==> config.mk <==
export PLATFORM = sky130hd
export DESIGN_NAME = regfile_dump_reader_flat
export DESIGN_NICKNAME = d
export VERILOG_FILES = /design/src/rtl/regfile_dump_reader_if.sv /design/src/rtl/regfile_dump_reader.sv /design/src/flat_wrapper.sv
export SDC_FILE = /design/constraint.sdc
export NUM_CORES = 1
export LEC_CHECK = 0
export CAP_MARGIN = 10
export CORE_MARGIN = 4
export CORE_UTILIZATION = 47
export CTS_CLUSTER_SIZE = 12
export DETAILED_ROUTE_END_ITERATION = 10
export HOLD_SLACK_MARGIN = 0.1
export PLACE_DENSITY = 0.84
export SKIP_CTS_REPAIR_TIMING = 1
export SYNTH_ARGS = -nofsm -noshare
export SYNTH_HDL_FRONTEND = slang
export SYNTH_SLANG_ARGS = --single-unit
==> constraint.sdc <==
create_clock -name CLK -period 3.19 [get_ports CLK]
set_clock_uncertainty 0.05 [all_clocks]
set_input_delay 0.7975 -clock CLK [delete_from_list [all_inputs] [get_ports CLK]]
set_output_delay 0.7975 -clock CLK [all_outputs]
set_load 0.005 [all_outputs]
Fig. 1: run 1, drive-strength map
Drawn at 4 px/um.
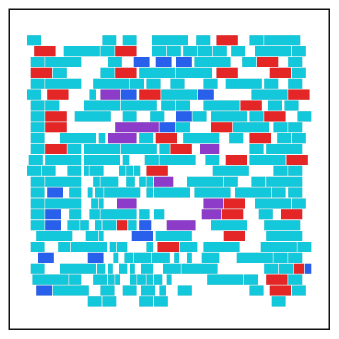
drive 3 to 4 -> red  # cells 32
drive 2 -> blue  # cells 16
drive 6 and up -> purple  # cells 9
drive 1 or less -> cyan  # cells 203
Signal buffers: 95
design area: 0.00351 mm2

Fig. 2: run 1, wires at chosen ports, followed through buffers
Drawn at 4 px/um.
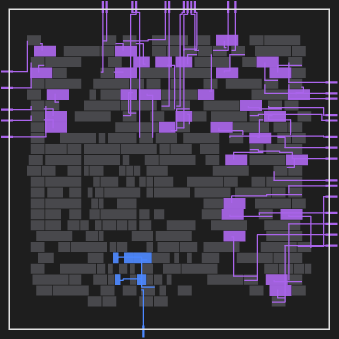
bus_busA -> purple  # bits 32, direction input, edge 15 right, 12 top, 5 left, end cells 32, buffers 32, wire 817 um
bus_out_ready -> blue  # bits 1, direction input, edge bottom, end cells 5, buffers 1, wire 34.1 um
tally of buffers added on design ports: 92
Ports: 93

Fig. 3: run 1, cell density map
Drawn at 4 px/um. The die is cut into 8 by 8 equal tiles; dark blue is low, red is high, 0 to 100% covered.
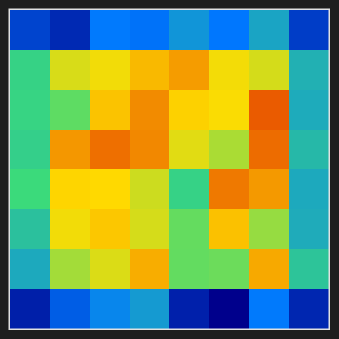
nearly empty tiles = 1.6%
mean over tiles = 54%
fullest tile = 90%
tiles over 75% full = 28%
core area: 0.00485 mm2
FP Util: 0.498
utilization after layout: 0.723

==> Changelog: implementation, run 1 <==
## Flow update

* Status: complete, no violations
* Dpl ws at 0.376 ns
* Hold/Removal Path Class: flop to flop
* First-pass GRT wire length at 8540 um
* Vias in the first global route at 1687
* Largest logic family: multiplexers
* Unrepaired setup endpoints after global routing: false
* Synth Area in Simple Gates at 0.0508
* Asr flop ratio synth at 1.00
* Root Buffer: clkbuf_8
* Number of cells in Yosys stat at 162
* Top sig layer: met4
* Post-synth EDFFs at 0
* Grt met2 use at 0.280
* Syn Std Cell Area at ~0.0024 mm2
* Startpoint Class: input pin
* Global-route track usage on met1 at 0.234
* Delay-heaviest family, CP: buffers and inverters
* Comb power frac at 0.541
* Predominant post-synthesis flop cell: dfrtp_1
* Tap cells at 67
* Share of cells above drive strength 1 at 0.219
* Synth Area in XOR/XNOR at 0.0182
* Clk power at around 0.48 mW
* Crit path max fanout at 15
* Crit Path Class: input pin to flop
* Hold slack at ~0.46 ns
* Comb_multi_in at roughly 100
* DRT met1 WL at 2420 um
* Layout area overhead at 45.3%
* Buffer and inverter count on the worst path at 2
* TritonCTS clock tree: built
* Synth mux share at 0.260
* Worst vdd ir at approximately 0.00066 V
* Buffering overhead at 0.275
* Cell Type Count at 31
* Synthesized area per cell at 14.9 um2
* Area contributors post-synth: dfrtp_1, mux2_4, mux2_2
* CP max-delay cell: clkdlybuf4s50_1
* Reg area at around 0.0013 mm2
* Cell type with the largest total area: dfrtp_1
* Drt first pass iters at 6
* Max_cap viols at 0
* Gate count after technology mapping at 162
* Slew @ Worst Pin at between 0.6 and 0.7 ns
--- run 2 (diff from run 1) ---
--- a/config.mk
+++ b/config.mk
@@ -7,11 +7,11 @@
 export LEC_CHECK = 0
 export CAP_MARGIN = 10
 export CORE_MARGIN = 4
-export CORE_UTILIZATION = 47
+export CORE_UTILIZATION = 44
 export CTS_CLUSTER_SIZE = 12
 export DETAILED_ROUTE_END_ITERATION = 10
 export HOLD_SLACK_MARGIN = 0.1
-export PLACE_DENSITY = 0.84
+export PLACE_DENSITY = 0.79
 export SKIP_CTS_REPAIR_TIMING = 1
 export SYNTH_ARGS = -nofsm -noshare
 export SYNTH_HDL_FRONTEND = slang
==> constraint.sdc (replaced) <==
create_clock -name CLK -period 2.3 [get_ports CLK]
set_clock_uncertainty 0.05 [all_clocks]
set_input_delay 0.575 -clock CLK [delete_from_list [all_inputs] [get_ports CLK]]
set_output_delay 0.575 -clock CLK [all_outputs]
set_load 0.005 [all_outputs]
Fig. 4: run 2, drive-strength map
Drawn at 4 px/um.
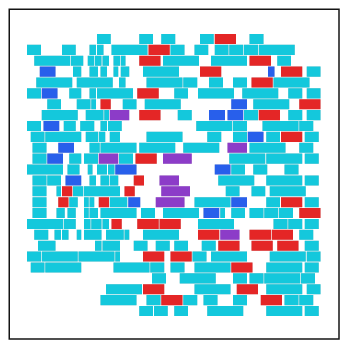
drive 3 to 4 -> red  # cells 37
drive 2 -> blue  # cells 16
drive 1 or less -> cyan  # cells 205
drive 6 and up -> purple  # cells 8
Layout area overhead: 46.4%
Signal buffers: 101
Setup WS post-layout: 0.309 ns

Fig. 5: run 2, cell outlines without signal wires
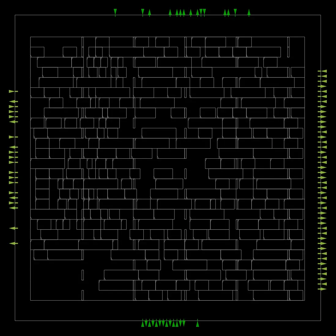
utilization after layout: 0.678
Non-Filler Instances: 336
Seq area share: 0.376
tap cells: 70
row cnt: 26

==> Changelog: implementation, run 2 <==
## Flow update

* First-pass GRT wire length at 8660 um
* Root Buffer: clkbuf_8
* Gate count after technology mapping at 162
* Reg2reg setup slack at 0.47 ns
* Syn Std Cell Area at 0.00241 mm2
* Reg area at 0.00133 mm2
* Comb_multi_in at 100
* Crit Path Class: flop to output pin
* CP arrival at about 1.4 ns
* Delay-heaviest family, CP: buffers and inverters
* Synth Area in XOR/XNOR at 0.0182
* Cell Type Count at 31
* Vias in the first global route at approximately 1800
* Ports at between 90 and 100
* CP max-delay cell: clkdlybuf4s50_1
* Top sig layer: met4
* Predominant post-synthesis flop cell: dfrtp_1
* Area contributors post-synth: dfrtp_1, mux2_4, mux2_2
* Worst vdd ir at 0.000696 V
* Cell type with the largest total area: dfrtp_1
* Asr flop ratio synth at 1.00
* DRT met1 WL at 2360 um
* Largest logic family: multiplexers
* Crit path max fanout at 6
* Clk power at 0.512 mW
* Synthesized area per cell at 14.9 um2
* Max_cap viols at 0
* Synth Area in Simple Gates at 0.0508
* TritonCTS clock tree: built
* Buffer and inverter count on the worst path at 1
* Dpl ws at between 0.03 and 0.04 ns
* Unrepaired setup endpoints after global routing: false
* Startpoint Class: flop
* Share of cells above drive strength 1 at 0.229
* Synth mux share at 0.260
* Core area at 0.00520 mm2
* Hold slack at around 0.22 ns
* Drt first pass iters at 4
* Dpl cell area at 0.00345 mm2
* Buffering overhead at 0.289
* Post-synth EDFFs at 0
* Number of cells in Yosys stat at 162
* Grt met2 use at 0.296
* Slew @ Worst Pin at 0.586 ns
* Status: complete, no violations
* FP Util at 0.463
* Hold/Removal Path Class: input pin to async pin
Power figures rest on the tool's default switching activity, not on a simulated workload.
